<file path="config.mk">
export PLATFORM = sky130hd
export DESIGN_NAME = frame_bitmap_store
export DESIGN_NICKNAME = d
export VERILOG_FILES = /design/src/rtl/frame_bitmap_store.sv
export SDC_FILE = /design/constraint.sdc
export NUM_CORES = 2
export LEC_CHECK = 0
export CORE_ASPECT_RATIO = 1.75
export CORE_MARGIN = 2
export CORE_UTILIZATION = 50
export CTS_CLUSTER_DIAMETER = 200
export DETAILED_ROUTE_END_ITERATION = 12
export DONT_BUFFER_PORTS = 1
export PLACE_DENSITY = 0.76
export SETUP_SLACK_MARGIN = 0.15
export SYNTH_ARGS = -nofsm -noshare
export SYNTH_HDL_FRONTEND = slang
export SYNTH_SLANG_ARGS = --single-unit
</file>
<file path="constraint.sdc">
create_clock -name clk -period 13.5 [get_ports clk]
set_clock_uncertainty 0.05 [all_clocks]
set_input_delay 2.025 -clock clk [delete_from_list [all_inputs] [get_ports clk]]
set_output_delay 2.025 -clock clk [all_outputs]
set_load 0.03 [all_outputs]
</file>
<file path="src/rtl/frame_bitmap_store.sv">
// Multi-channel per-frame hit bitmap: accumulates indices from N_CH producers and commits
// the bitmap, its popcount and an out-of-range flag on every vsync rising edge.
module frame_bitmap_store #(
  parameter int unsigned WIDTH = 480,
  parameter int unsigned IDX_W = 16,
  parameter int unsigned N_CH  = 2,
  parameter int unsigned CNT_W = 16
) (
  input  logic                       clk,
  input  logic                       reset,
  input  logic                       vsync,
  input  logic [N_CH-1:0]            data_valid,
  input  logic [N_CH*IDX_W-1:0]      data,
  input  logic                       accumulate,
  input  logic                       clear,
  output logic [WIDTH-1:0]           bitmap_out,
  output logic [$clog2(WIDTH+1)-1:0] hit_count,
  output logic                       out_of_range,
  output logic                       finished,
  output logic [CNT_W-1:0]           frame_count
);

  localparam int unsigned HcW = $clog2(WIDTH + 1);
  localparam logic [WIDTH-1:0] OneHot = WIDTH'(1);

  logic             vsync_prev;
  logic             vsync_edge;
  logic [WIDTH-1:0] work;
  logic [WIDTH-1:0] set_term;
  logic [WIDTH-1:0] merged;
  logic             oor_sticky;
  logic             oor_cur;
  logic [HcW-1:0]   pop;

  assign vsync_edge = vsync & ~vsync_prev;
  assign merged     = work | set_term;

  // Duplicate indices across channels OR into the same bit, so they count once.
  always_comb begin
    set_term = '0;
    oor_cur  = 1'b0;
    for (int k = 0; k < int'(N_CH); k++) begin
      if (data_valid[k]) begin
        if (32'(data[k*IDX_W +: IDX_W]) < WIDTH) begin
          set_term = set_term | (OneHot << data[k*IDX_W +: IDX_W]);
        end else begin
          oor_cur = 1'b1;
        end
      end
    end
  end

  always_comb begin
    pop = '0;
    for (int b = 0; b < int'(WIDTH); b++) begin
      pop = pop + HcW'(merged[b]);
    end
  end

  always_ff @(posedge clk) begin
    if (reset) begin
      vsync_prev   <= 1'b1;
      work         <= '0;
      oor_sticky   <= 1'b0;
      bitmap_out   <= '0;
      hit_count    <= '0;
      out_of_range <= 1'b0;
      finished     <= 1'b0;
      frame_count  <= '0;
    end else begin
      vsync_prev <= vsync;
      finished   <= 1'b0;
      if (vsync_edge) begin
        // Writes landing in the edge cycle belong to the frame being committed.
        bitmap_out   <= merged;
        hit_count    <= pop;
        out_of_range <= oor_sticky | oor_cur;
        finished     <= 1'b1;
        frame_count  <= frame_count + CNT_W'(1);
        work         <= (clear || !accumulate) ? '0 : merged;
        oor_sticky   <= 1'b0;
      end else if (clear) begin
        work       <= '0;
        oor_sticky <= 1'b0;
      end else begin
        work       <= merged;
        oor_sticky <= oor_sticky | oor_cur;
      end
    end
  end

endmodule

</file>
Clock wires, drivers and flops:
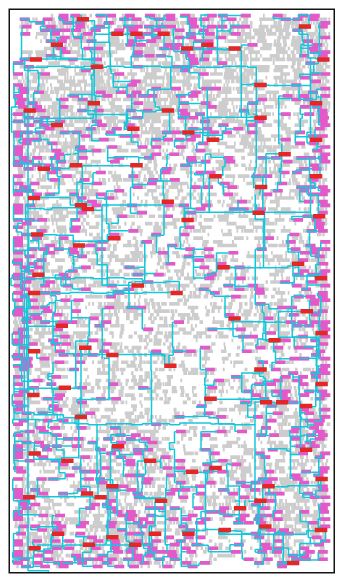
Key: red = clock-net drivers [count 92]; cyan = clock wires [length 13,300 um]; magenta = flip-flops [count 989]
Position of the flops: spread over the die.

Sequential cells coloured by netlist name:
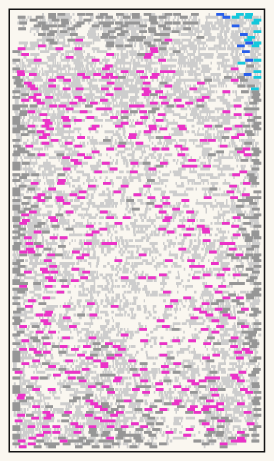
Key: magenta = work [sequential cells 480, where spread over the die]; blue = hit_count [sequential cells 9, where top right]; cyan = frame_count [sequential cells 16, where top right]
Sequential Power: 3.19 mW
fraction of area in registers: 34.8%
Core Util, Final: 58.2%
Flop area: 0.0198 mm^2

==> ci_impl_report.md <==
## PnR job results

| Metric | Value |
|---|---|
| Status | `complete, but fails checks` |
| Failing checks | `max-slew violations` |
| Stages on worst setup path | `32` |
| Crit-path max cell delay | `slightly above 900 ps` |
| WL final | `between 200,000 and 300,000 um` |
| Final tally of max-slew violations | `6` |
| Worst Path Buf+Inv | `10` |
| GRT Total Usage | `just under 60%` |
| FF-to-FF path depth | `30` |
| Clock-cell share of area | `5.85%` |
| Hold Path Depth | `2` |
| 1st-pass router iterations | `9` |
| OpenROAD warnings | `just over 60` |
| Antenna Nets Post-Route | `0` |
| Cell area leaders | `dfxtp_1, fa_1, a21oi_1` |
| Most instantiated cells after synthesis | `dfxtp_1, a21oi_1, inv_1` |
| Inverters | `603` |
| Clk_buf instances | `between 100 and 150` |
| Comb power frac | `approximately 4.6%` |
| Post-synth EDFFs | `0` |
| Reg power frac | `between 40% and 50%` |
| Top cell area share | `about two fifths` |
| Wire length per cell | `about 42 um` |
| Sw Share | `a little over a quarter` |
| Crit-path max FO | `19` |
| Yosys Chip Area | `about 0.049 mm^2` |
| Dominant logic cell type in the layout | `dfxtp_1` |
| Buffers excl. clock | `about 460` |
| Async SR Flop Fraction | `0%` |
| Compound Share, Synth | `approximately 20%` |
| Reg2Reg Setup Slack | `around 3200 ps` |
Power figures rest on the tool's default switching activity, not on a simulated workload.
